Fig. 1: sequential cells grouped by signal name
The bar under the picture is 20 um long. Other sequential cells in the stronger gray, the rest of the logic in the fainter gray.
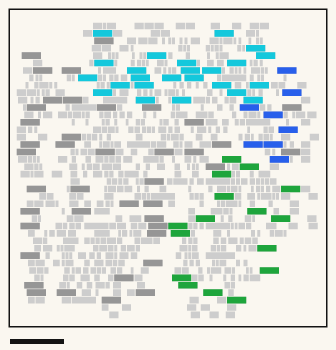
Fig. 2: gate families picked out
The bar under the picture is 20 um long.
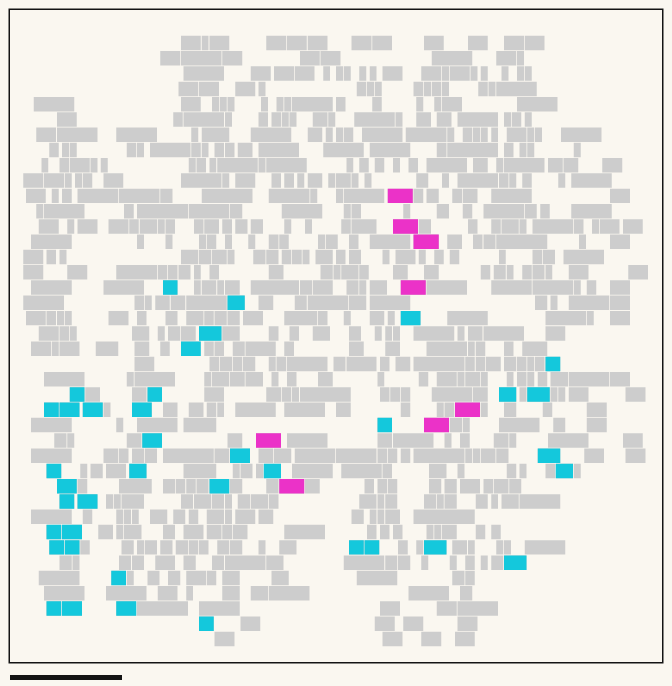
Fig. 3: sizing map
The bar under the picture is 20 um long.
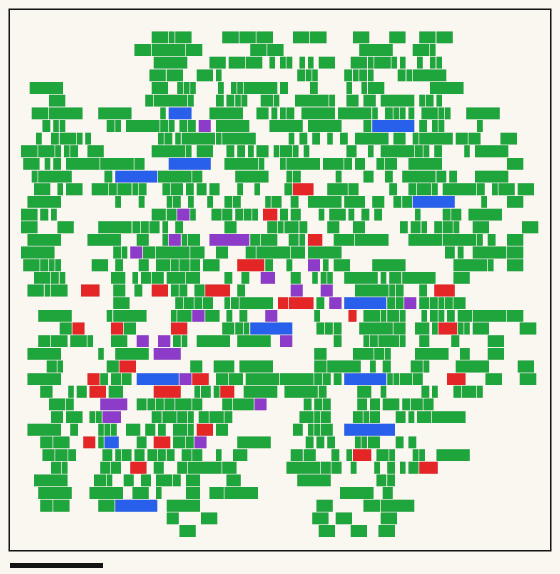
File: src/rtl/flash_reader.sv
// flash_reader: drives the SPI flash controller register bus through a
// READ (0x03) command and streams the returned bytes out over valid/ready.
// Ports:
//   i_clk, i_rst_n             clock, synchronous active-low reset
//   i_start, i_addr, i_len     job request, 24-bit address, byte count
//   o_busy, o_done, o_err      job status
//   o_valid, o_data, i_ready   output byte stream
//   o_fl_*, i_fl_*             controller register access bus
module flash_reader #(
  parameter logic [7:0]  BR_DIV   = 8'h07,
  parameter logic [7:0]  CS_ON    = 8'h0E,
  parameter logic [7:0]  CS_OFF   = 8'h0F,
  parameter logic [15:0] POLL_MAX = 16'hFFFF
) (
  input  logic        i_clk,
  input  logic        i_rst_n,
  input  logic        i_start,
  input  logic [23:0] i_addr,
  input  logic [15:0] i_len,
  output logic        o_busy,
  output logic        o_done,
  output logic        o_err,
  output logic        o_valid,
  output logic [7:0]  o_data,
  input  logic        i_ready,
  output logic        o_fl_en,
  output logic        o_fl_wr,
  output logic [3:0]  o_fl_addr,
  output logic [7:0]  o_fl_data,
  input  logic        i_fl_ack,
  input  logic [7:0]  i_fl_data
);

  localparam logic [3:0] SPI_CR2  = 4'h2;
  localparam logic [3:0] SPI_BR   = 4'h3;
  localparam logic [3:0] SPI_CSR  = 4'h4;
  localparam logic [3:0] SPI_SR   = 4'h6;
  localparam logic [3:0] SPI_TXDR = 4'h7;
  localparam logic [3:0] SPI_RXDR = 4'h8;

  typedef enum logic [3:0] {
    S_IDLE,
    S_CR2,
    S_BR,
    S_CS_LO,
    S_TX_POLL,
    S_TX_WR,
    S_RX_POLL,
    S_RX_RD,
    S_EMIT,
    S_CS_HI,
    S_DONE
  } state_t;

  state_t      state, state_n;
  logic [23:0] addr_q, addr_n;
  logic [15:0] rem, rem_n;
  logic [15:0] poll, poll_n;
  logic [2:0]  idx, idx_n;

  logic        en_n, wr_n;
  logic [3:0]  fa_n;
  logic [7:0]  fd_n;
  logic        busy_n, done_n, err_n;
  logic        valid_n;
  logic [7:0]  data_n;

  logic        acc;
  logic        req_wr;
  logic [3:0]  req_a;
  logic [7:0]  req_d;
  logic        acked;
  logic        poll_end;
  logic        cmd_ph;
  logic [7:0]  tx_byte;

  always_ff @(posedge i_clk) begin
    if (!i_rst_n) begin
      state     <= S_IDLE;
      addr_q    <= '0;
      rem       <= '0;
      poll      <= '0;
      idx       <= '0;
      o_fl_en   <= 1'b0;
      o_fl_wr   <= 1'b0;
      o_fl_addr <= 4'h0;
      o_fl_data <= 8'h00;
      o_busy    <= 1'b0;
      o_done    <= 1'b0;
      o_err     <= 1'b0;
      o_valid   <= 1'b0;
      o_data    <= 8'h00;
    end else begin
      state     <= state_n;
      addr_q    <= addr_n;
      rem       <= rem_n;
      poll      <= poll_n;
      idx       <= idx_n;
      o_fl_en   <= en_n;
      o_fl_wr   <= wr_n;
      o_fl_addr <= fa_n;
      o_fl_data <= fd_n;
      o_busy    <= busy_n;
      o_done    <= done_n;
      o_err     <= err_n;
      o_valid   <= valid_n;
      o_data    <= data_n;
    end
  end

  assign acked    = o_fl_en && i_fl_ack;
  assign cmd_ph   = !idx[2];
  assign poll_end =
    ({1'b0, poll} + 17'd1) >= {1'b0, POLL_MAX};

  always_comb begin
    tx_byte = 8'h00;
    unique case (idx)
      3'd0:    tx_byte = 8'h03;
      3'd1:    tx_byte = addr_q[23:16];
      3'd2:    tx_byte = addr_q[15:8];
      3'd3:    tx_byte = addr_q[7:0];
      default: tx_byte = 8'h00;
    endcase
  end

  always_comb begin
    state_n = state;
    addr_n  = addr_q;
    rem_n   = rem;
    poll_n  = poll;
    idx_n   = idx;
    en_n    = o_fl_en;
    wr_n    = o_fl_wr;
    fa_n    = o_fl_addr;
    fd_n    = o_fl_data;
    busy_n  = o_busy;
    done_n  = 1'b0;
    err_n   = o_err;
    valid_n = o_valid;
    data_n  = o_data;
    acc     = 1'b0;
    req_wr  = 1'b0;
    req_a   = 4'h0;
    req_d   = 8'h00;

    unique case (state)
      S_IDLE, S_DONE: begin
        state_n = S_IDLE;
        if (i_start) begin
          addr_n = i_addr;
          rem_n  = i_len;
          err_n  = 1'b0;
          idx_n  = 3'd0;
          poll_n = 16'd0;
          if (i_len == 16'd0) begin
            state_n = S_DONE;
            done_n  = 1'b1;
          end else begin
            state_n = S_CR2;
            busy_n  = 1'b1;
          end
        end
      end
      S_CR2: begin
        acc    = 1'b1;
        req_wr = 1'b1;
        req_a  = SPI_CR2;
        req_d  = 8'hC0;
        if (acked) begin
          en_n    = 1'b0;
          state_n = S_BR;
        end
      end
      S_BR: begin
        acc    = 1'b1;
        req_wr = 1'b1;
        req_a  = SPI_BR;
        req_d  = BR_DIV;
        if (acked) begin
          en_n    = 1'b0;
          state_n = S_CS_LO;
        end
      end
      S_CS_LO: begin
        acc    = 1'b1;
        req_wr = 1'b1;
        req_a  = SPI_CSR;
        req_d  = CS_ON;
        if (acked) begin
          en_n    = 1'b0;
          idx_n   = 3'd0;
          poll_n  = 16'd0;
          state_n = S_TX_POLL;
        end
      end
      S_TX_POLL: begin
        acc   = 1'b1;
        req_a = SPI_SR;
        if (acked) begin
          en_n = 1'b0;
          if (i_fl_data[4]) begin
            state_n = S_TX_WR;
          end else if (poll_end) begin
            err_n   = 1'b1;
            state_n = S_CS_HI;
          end else begin
            poll_n = poll + 16'd1;
          end
        end
      end
      S_TX_WR: begin
        acc    = 1'b1;
        req_wr = 1'b1;
        req_a  = SPI_TXDR;
        req_d  = tx_byte;
        if (acked) begin
          en_n    = 1'b0;
          poll_n  = 16'd0;
          state_n = S_RX_POLL;
        end
      end
      S_RX_POLL: begin
        acc   = 1'b1;
        req_a = SPI_SR;
        if (acked) begin
          en_n = 1'b0;
          if (i_fl_data[3]) begin
            state_n = S_RX_RD;
          end else if (poll_end) begin
            err_n   = 1'b1;
            state_n = S_CS_HI;
          end else begin
            poll_n = poll + 16'd1;
          end
        end
      end
      S_RX_RD: begin
        acc   = 1'b1;
        req_a = SPI_RXDR;
        if (acked) begin
          en_n = 1'b0;
          if (cmd_ph) begin
            idx_n   = idx + 3'd1;
            poll_n  = 16'd0;
            state_n = S_TX_POLL;
          end else begin
            data_n  = i_fl_data;
            valid_n = 1'b1;
            state_n = S_EMIT;
          end
        end
      end
      S_EMIT: begin
        if (i_ready) begin
          valid_n = 1'b0;
          rem_n   = rem - 16'd1;
          if (rem == 16'd1) begin
            state_n = S_CS_HI;
          end else begin
            poll_n  = 16'd0;
            state_n = S_TX_POLL;
          end
        end
      end
      S_CS_HI: begin
        acc    = 1'b1;
        req_wr = 1'b1;
        req_a  = SPI_CSR;
        req_d  = CS_OFF;
        if (acked) begin
          en_n    = 1'b0;
          done_n  = 1'b1;
          busy_n  = 1'b0;
          state_n = S_DONE;
        end
      end
      default: state_n = S_IDLE;
    endcase

    // A new access starts only after a cycle with en low,
    // which gives the controller its idle gap between accesses.
    if (acc && !o_fl_en) begin
      en_n = 1'b1;
      wr_n = req_wr;
      fa_n = req_a;
      fd_n = req_d;
    end
  end

endmodule

File: config.mk
export PLATFORM = sky130hd
export DESIGN_NAME = flash_reader
export DESIGN_NICKNAME = d
export VERILOG_FILES = /design/src/rtl/flash_reader.sv
export SDC_FILE = /design/constraint.sdc
export NUM_CORES = 1
export LEC_CHECK = 0
export CAP_MARGIN = 25
export CORE_MARGIN = 2
export CORE_UTILIZATION = 40
export CTS_CLUSTER_SIZE = 28
export DETAILED_ROUTE_END_ITERATION = 10
export PLACE_DENSITY = 0.65
export SLEW_MARGIN = 20
export SYNTH_ARGS = -nofsm -noshare
export SYNTH_HDL_FRONTEND = slang
export SYNTH_SLANG_ARGS = --single-unit
export TNS_END_PERCENT = 5
File: constraint.sdc
create_clock -name i_clk -period 3.25 [get_ports i_clk]
set_clock_uncertainty 0.05 [all_clocks]
set_input_delay 0.65 -clock i_clk [delete_from_list [all_inputs] [get_ports i_clk]]
set_output_delay 0.65 -clock i_clk [all_outputs]
set_load 0.01 [all_outputs]
==> reports/results.txt <==
status = complete, no violations
vias per inst = 5.644
chip area = 0.01347 mm2
Clock transition at path regs = 70 ps
worst relative slew slack = 49.39%
Mapped Area = 0.005021 mm2
die width = 116.0 um
GRT overflow = 0
largest net degree at the start of global routing = 48
Register Area = 0.001782 mm2
P_leak = 0.002483 uW
top cells by area = dfxtp_1, nand2_1, a21oi_1
max incr delay on CP = 500 ps
initial antenna violation count = 0
Tcrit/Tclk final = 82.02%
Syn Inst Count = 649
Power per Cell Area = 599.2 mW/mm2
Async S/R FF share, synth = 0%
Dominant cell area share = 35.48%
Post-Syn Area per Cell = 7.737 um2
clk latency late pin = 350 ps
Fin. Hold Viols = 0
Max Slew Vio Count = 0
Critical Path, Cell by Cell = ha_1, nand3_2, or3_1, a221oi_1, a31oi_1, buf_4, nand2b_1, a221oi_2
htree depth = 3
vias in the first global route = 4663
Remaining DRCs = 0
post-CTS setup buffers = 0
Post-synth EDFFs = 0
die height = 116.0 um
drt total wl = 13700 um
placed inst area = 0.005942 mm2
YS chip area = 0.005021 mm2
initial DRC count = 404
TritonCTS buffer count = 9
# Cells Yosys = 649
fmax = 375.1 MHz
Rows = 40
total tool warning count = 31
setup_tns = 0 ps
placer congestion estimate = 0.8656
Tightest Pin Transition = 747.4 ps
CTS root buf = clkbuf_16
nature of the critical path endpoint = register
Synth Warn # = 0
-- Fig. 1 (at the start) --
Key: cyan = addr_q [sequential cells 24]; blue = o_fl_data [sequential cells 8]; green = rem [sequential cells 16]

-- Fig. 2 (at the start) --
Key: cyan = non-inverting ao/oa cells [cells 39]; magenta = fa/ha/maj cells [cells 8, most used ha_1, where center]

-- Fig. 3 (at the start) --
Key: blue = x6 and larger [cells 12, share 1.7%]; green = x1 and smaller [cells 652, share 91%]; purple = x3 and x4 [cells 22, share 3.1%]; red = x2 [cells 28, share 3.9%]
Plain + repair buffers: 94
Final Instance Area: 0.006236 mm2

[power breakdown]
part / internal [uW] / switching, uW / leakage (uW) / total, uW
Combinational: 523 / 756 / 0.00162 / 1280
Sequential: 1240 / 164 / 0.000725 / 1400
Clock: 615 / 440 / 0.000142 / 1050
[cells by family (layout without fill, tap and decap cells)]
group | after synthesis | in the layout | synth area share [%]
buf+inv | 53 | 118 | 4.759
mux | 3 | 3 | 0.6230
fa+ha+maj | 8 | 8 | 1.994
xor+xnor | 4 | 4 | 0.6977
flops | 89 | 89 | 35.48
compound gates | 204 | 204 | 27.51
simple gates | 288 | 288 | 28.93
[final cells by class]
| cell class | count | area share (%) |
|---|---|---|
| clock buffer | 11 | 3.892 |
| clock inverter | 4 | 0.8226 |
| inverter | 9 | 0.5417 |
| multi-input combinational | 507 | 48.35 |
| sequential | 89 | 28.57 |
| tap | 168 | 3.371 |
| timing repair buffer | 94 | 14.45 |
[stage by stage]
step	setup WS [ps]	power (uW)	instances	utilization (%)	hold WS (ps)
2_1_floorplan	1052	2269	649	-	386.0
3_3_place_gp	525.9	2663	867	49.06	392.5
3_5_place_dp	460.1	2696	867	49.06	396.9
4_1_cts	616.3	3757	882	51.49	406.1
5_1_grt	414.5	3973	882	51.49	422.8
6_report	584.3	3736	882	51.49	405.0
[worst max-delay path: cells and delay by family (launching register included)]
family | cells | cell delay (ps)
buffers and inverters | 1 | 230
adder cells (fa/ha/maj) | 1 | 370
AND/OR/NAND/NOR | 3 | 710
AND-OR/OR-AND | 3 | 700
flip-flops | 1 | 500
[synth_stat cells (7+ instances only)]
cell type and count:
a22oi_1 16, o211a_1 10, nor4_1 11, nand2_1 118
ha_1 8, nor3_1 12, buf_2 11, inv_1 8
clkbuf_1 27, o21ai_0 28, nand3_1 14, a21oi_1 72
nor2b_1 16, a21o_1 10, and2_1 17, nand4_1 10
a31oi_1 7, nor2_1 47, dfxtp_1 89
[flip-flops by register name (all words and copies together), names as in the netlist]
name	flops
addr_q	24
poll	16
rem	16
o_data	8
o_fl_data	8
o_fl_addr	4
state	4
idx	3
o_busy	1
o_done	1
o_err	1
o_fl_en	1
o_fl_wr	1
o_valid	1
[final timing paths]
path,startpoint,to,slack [ps]
min,o_data[6]$_SDFFE_PN0P_,o_data[6]$_SDFFE_PN0P_,410
max reg2reg,poll[1]$_SDFFE_PN0P_,state[0]$_SDFFE_PN0P_,580
min reg2reg,o_data[6]$_SDFFE_PN0P_,o_data[6]$_SDFFE_PN0P_,410
max,poll[1]$_SDFFE_PN0P_,state[0]$_SDFFE_PN0P_,580
[routing by layer]
metal	routed length, um	vias to the layer above	global-route usage [%]
met1	6414	2321	28.86
met3	858	25	3.766
met5	0	-	0
met2	6100	168	32.24
li1	-	2464	-
met4	326	0	9.206
Power figures rest on the tool's default switching activity, not on a simulated workload.
